[src/rtl/regfile_tmp.sv]
// regfile_tmp: 32-entry speculative result register file.
// Entries are allocated whole by New_entry and later receive speculative
// results through Update_entry. Two independent combinational read ports.
//
// Entry layout (73 bits):
//   [72:68] rd_reg      architectural destination register
//   [67:36] PC          instruction address
//   [35:34] Inst_type   instruction class
//   [33:2]  spec_data   speculative result
//   [1]     spec_valid  spec_data is valid
//   [0]     valid       entry is allocated
module regfile_tmp #(
    parameter int unsigned DEPTH  = 32,
    parameter int unsigned ADDR_W = 5,
    parameter int unsigned WIDTH  = 73
) (
    input  logic              clock,
    input  logic              reset,
    input  logic [WIDTH-1:0]  Data_In,
    input  logic [ADDR_W-1:0] Waddr,
    input  logic              New_entry,
    input  logic              Update_entry,
    input  logic [ADDR_W-1:0] Rd_Addr1,
    output logic [WIDTH-1:0]  Data_out1,
    input  logic [ADDR_W-1:0] Rd_Addr2,
    output logic [WIDTH-1:0]  Data_out2
);

    // Field positions touched by a speculative update: spec_data and spec_valid.
    localparam int unsigned SPEC_HI   = 33;
    localparam int unsigned SPEC_LO   = 1;
    localparam int unsigned VALID_BIT = 0;

    logic [WIDTH-1:0] mem [DEPTH];

    logic [WIDTH-1:0] wr_cur;      // current contents of the entry at Waddr
    logic [WIDTH-1:0] upd_entry;   // that entry with the speculative fields replaced
    logic             upd_hit;     // update strobe lands on an allocated entry

    // Build the merged entry for a speculative update; allocation fields are kept.
    always_comb begin
        wr_cur                     = mem[Waddr];
        upd_entry                  = wr_cur;
        upd_entry[SPEC_HI:SPEC_LO] = Data_In[SPEC_HI:SPEC_LO];
        upd_hit                    = Update_entry && wr_cur[VALID_BIT];
    end

    // Storage: synchronous clear, then full write, then guarded speculative update.
    always_ff @(posedge clock) begin
        if (reset) begin
            for (int unsigned i = 0; i < DEPTH; i++) begin
                mem[ADDR_W'(i)] <= '0;
            end
        end else if (New_entry) begin
            mem[Waddr] <= Data_In;
        end else if (upd_hit) begin
            mem[Waddr] <= upd_entry;
        end
    end

    // Combinational read ports; no write-to-read bypass.
    always_comb begin
        Data_out1 = mem[Rd_Addr1];
        Data_out2 = mem[Rd_Addr2];
    end

endmodule

[config.mk]
export PLATFORM = sky130hd
export DESIGN_NAME = regfile_tmp
export DESIGN_NICKNAME = d
export VERILOG_FILES = /design/src/rtl/regfile_tmp.sv
export SDC_FILE = /design/constraint.sdc
export NUM_CORES = 2
export LEC_CHECK = 0
export ABC_CLOCK_PERIOD_IN_PS = 20300
export CAP_MARGIN = 20
export CORE_UTILIZATION = 54
export CTS_BUF_LIST = sky130_fd_sc_hd__clkbuf_4
export DETAILED_ROUTE_END_ITERATION = 8
export DONT_BUFFER_PORTS = 1
export PLACE_DENSITY_LB_ADDON = 0.3
export SYNTH_ARGS = -nofsm -noshare
export SYNTH_HDL_FRONTEND = slang
export SYNTH_SLANG_ARGS = --single-unit
[constraint.sdc]
create_clock -name clock -period 20.3 [get_ports clock]
set_input_delay 4.06 -clock clock [delete_from_list [all_inputs] [get_ports clock]]
set_output_delay 4.06 -clock clock [all_outputs]
set_load 0.005 [all_outputs]
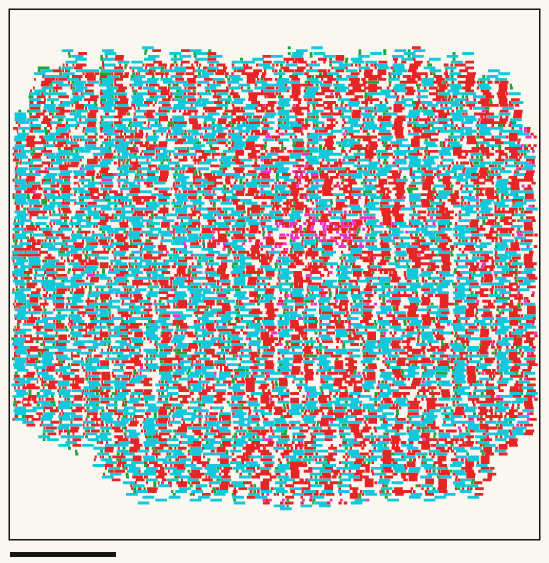
(images/placement_by_type.png)
Bar = 100 um.
magenta -> remaining buffers and delay cells  # cells 249, share of their area 1.5%
red -> combinational and other logic  # cells 4782, share of their area 43%
green -> clock drivers and dummy loads  # cells 1016, share of their area 5.3%
cyan -> sequential cells  # cells 2336, share of their area 51%

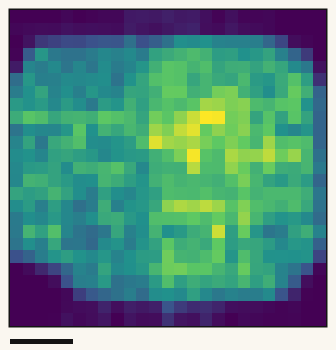
(images/metal_density.png)
Bar = 100 um. The die is cut into 25 by 25 equal tiles; dark purple is low, yellow is high, scaled to the fullest tile. Values are wire area over tile area, all layers added.
fullest tile = 0.81
emptiest ninth of the die = lower left
tiles over half the peak = 53%
mean over tiles = 0.37

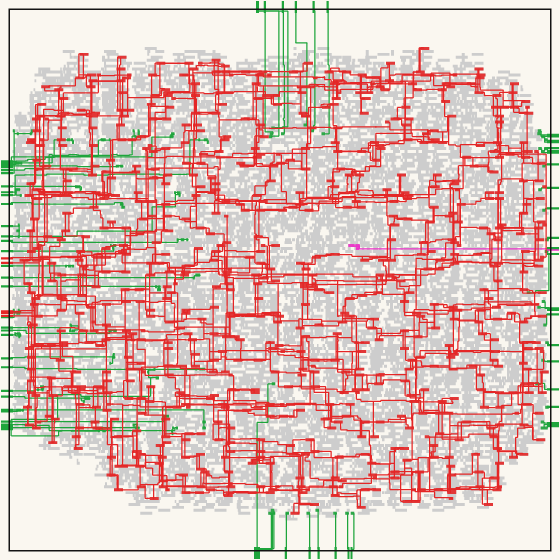
(images/io_fan.png)
magenta -> Update_entry  # direction input, end cells 3, wire 190 um
red -> Rd_Addr1  # direction input, end cells 803, wire 31.6 mm
green -> Data_In  # direction input, end cells 172, wire 5300 um

==> results_dict.tcl <==
# collected from the flow reports
set metrics [dict create \
    status "complete, but fails checks" \
    violations "max-slew violations" \
    yosysWarnings 0 \
    cp_max_fo 584 \
    leakage_nw 44.4 \
    fp_nets 8449 \
    worst_pin_slew_ns 2.63 \
    drt-vias-per-instance 8.29 \
    drive_above_1_share_pct 39.1 \
    edf_count 2336 \
    grt_max_degree 585 \
    maxCapViolations 0 \
    crit_arrival_ns 7.50 \
    setup_ws_ns 8.74 \
    crit_required_ns 16.24 \
    cts_hold_buffers 0 \
    wl_per_cell_um 42.6 \
    synth_area_mm2 0.134 \
    routabilityCongestion 0.844 \
    drc 0 \
    slew_headroom_pct -75.6 \
    cp_slowest_cell "mux4_2" \
    clock_sinks 2336 \
    yosysUniqueCellTypes 28 \
    io_pins 238 \
    vias 96400 \
    initCoreUtil_pct 54.3 \
    fp.dieW_um 499 \
    async_flop_share_pct 0 \
    postCtsSetupRepairBufs 0 \
    fmax_ghz 0.0865 \
    grt_overflow 0 \
    syn_inst 8357 \
    hold_path_depth 5 \
    grt_pass1_vias 97000 \
    dp_slack_ns 9.58 \
    drt-total-wl_um 495000 \
    yosys-stat-cells 8357 \
    comb_area_mm2 0.0591 \
    fin_skew_ns 0.0828 \
    fill_cells 18600 \
    clk_pin_slew_ns 0.06 \
    cp-end-kind "primary output" \
    die_area_mm2 0.249 \
    antenna_found_initial 2 \
    reg_top3 "mem: 2336 flops" \
    crit_path_frequent_cell "mux4_2" \
    cp-start-kind "input pin" \
    port_buffers 0 \
    drv_slew 586 \
    core-area_mm2 0.246 \
    postRouteAntennaNets 0 \
    layout.nets 8084 \
    path_cells "mux4_2, mux4_2, mux2_2" \
    tns_ns 0 \
    lay_top_count "edfxtp_1" \
    cts_max_path_buffers 4 \
    yosysChipArea_mm2 0.134 \
    lay_top_cells "edfxtp_1, mux4_2, nor4_1, nor3_1, clkbuf_4" \
    area_growth_pct 6.93 \
    max_stage_delay_ns 1.39 \
    cts_buffers 623 \
    track_usage_pct 39.5 \
    die_h_um 499 \
    cts_tree "built" \
    ff_type "edfxtp_1" \
    register_area_mm2 0.0701 \
    top_register "mem" \
    postSynthSeqShare_pct 52.5 \
    reg2regPathDepth 11 \
    critical_path_class "in2out" \
    first_iter_violations 18100 \
    layout_min_cycle_time_ns 11.56 \
    core.rowCount 182 \
    clock_latency_ns 1.52 \
    grt_pass1_wl_um 693000 \
    vdd_drop_max_v 0.0000659 \
    synth-seq-cells 2336 \
    setup_viol 0 \
    hold_viol 0 \
    cts_root_buffer "clkbuf_4" \
    warnings 114 \
    powerDensity_mw_per_mm2 78.4 \
    htreeDepth 6 \
    largest_reg_flops 2336 \
    cp_num_buf_inv 0 \
    cts_resized 0 \
    finalCritPeriodShare_pct 56.9 \
    hpwl_um 232000 \
    first_pass_iters 7 \
    cp.depth 3 \
    crit_family "multiplexers" \
    hp-class "reg2reg" \
    syn_avg_cell_area_um2 16.0 \
    rsz0062_at_grt "no" \
]
[per-stage QoR]
step                      instance area [um^2]  hold WS (ns)  instances  power (W)  utilization, %
final                                   143000          1.10      11600     0.0112            58.1
after CTS                               143000          1.10      11600     0.0111            58.0
after floorplan                         134000          1.01       8357    0.00679               -
after detailed placement                135000          1.10      10600    0.00708            55.0
after global placement                  135000          1.08      10600    0.00704            54.9
after global routing                    143000          1.14      11600     0.0114            58.1
[final timing paths]
kind	start	to	slack (ns)
setup / recovery	Rd_Addr1[0]	Data_out1[38]	8.74
hold / removal	mem[12][59]	mem[14][59]	1.10
setup reg to reg	mem[17][0]	mem[8][25]	14.00
hold reg to reg	mem[12][59]	mem[14][59]	1.10
[cells in the mapped netlist (all sizes together) (3+ instances only)]
| library cell | count | share of area, % |
|---|---|---|
| a21oi | 43 | 0.16 |
| a222oi | 4 | 0.030 |
| a22oi | 157 | 0.88 |
| and3b | 3 | 0.020 |
| buf | 529 | 2.0 |
| clkbuf | 710 | 2.0 |
| edfxtp | 2336 | 53 |
| mux2 | 162 | 1.4 |
| mux4 | 1772 | 30 |
| nand2 | 169 | 0.47 |
| nand2b | 8 | 0.037 |
| nand4 | 39 | 0.18 |
| nor2b | 5 | 0.023 |
| nor3 | 1129 | 4.3 |
| nor3b | 3 | 0.028 |
| nor4 | 1248 | 5.9 |
| o21bai | 32 | 0.18 |
[power by group]
| group | switching [W] | internal [W] |
|---|---|---|
| clock network | 0.00207 | 0.00208 |
| registers | 0.000111 | 0.00549 |
| logic | 0.000821 | 0.000636 |
| total | 0.00300 | 0.00821 |
[logic make-up (layout without fill, tap and decap cells)]
| family | count (synthesis) | count (layout) | share of synthesized area, % |
|---|---|---|---|
| AOI/OAI and AO/OA | 237 | 237 | 1.26 |
| buffers and inverters | 1239 | 1265 | 4.03 |
| DFF | 2336 | 2336 | 52.5 |
| muxes | 1934 | 1934 | 31.2 |
| other | 0 | 20 | 0 |
| and+or+nand+nor | 2611 | 2611 | 10.9 |
[layout make-up]
cell class                 count  share of cell area (%)
antenna                       20                  0.0350
timing repair buffer         249                    1.47
multi-input combinational   4782                    41.4
clock inverter               141                   0.560
clock buffer                 875                    4.60
sequential                  2336                    49.1
tap                         3220                    2.82
[worst min-delay path, cell delays in order (launching register included)]
cell	delay, ns
edfxtp_1	0.36
mux4_2	0.23
a22oi_1	0.08
nand4_1	0.09
nor3_2	0.06
nor4_1	0.15
[layer usage]
layer  vias to the layer above  share of wire (%)  wire length (um)  global-route usage, %
met4                         4                8.0             39500                   25.7
met5                         -              0.021               106                      0
met3                      2384                 18             89800                   15.4
met2                      9787                 43            214000                   57.2
li1                      36000                  -                 -                      -
met1                     48200                 31            152000                   49.8
Power figures rest on the tool's default switching activity, not on a simulated workload.
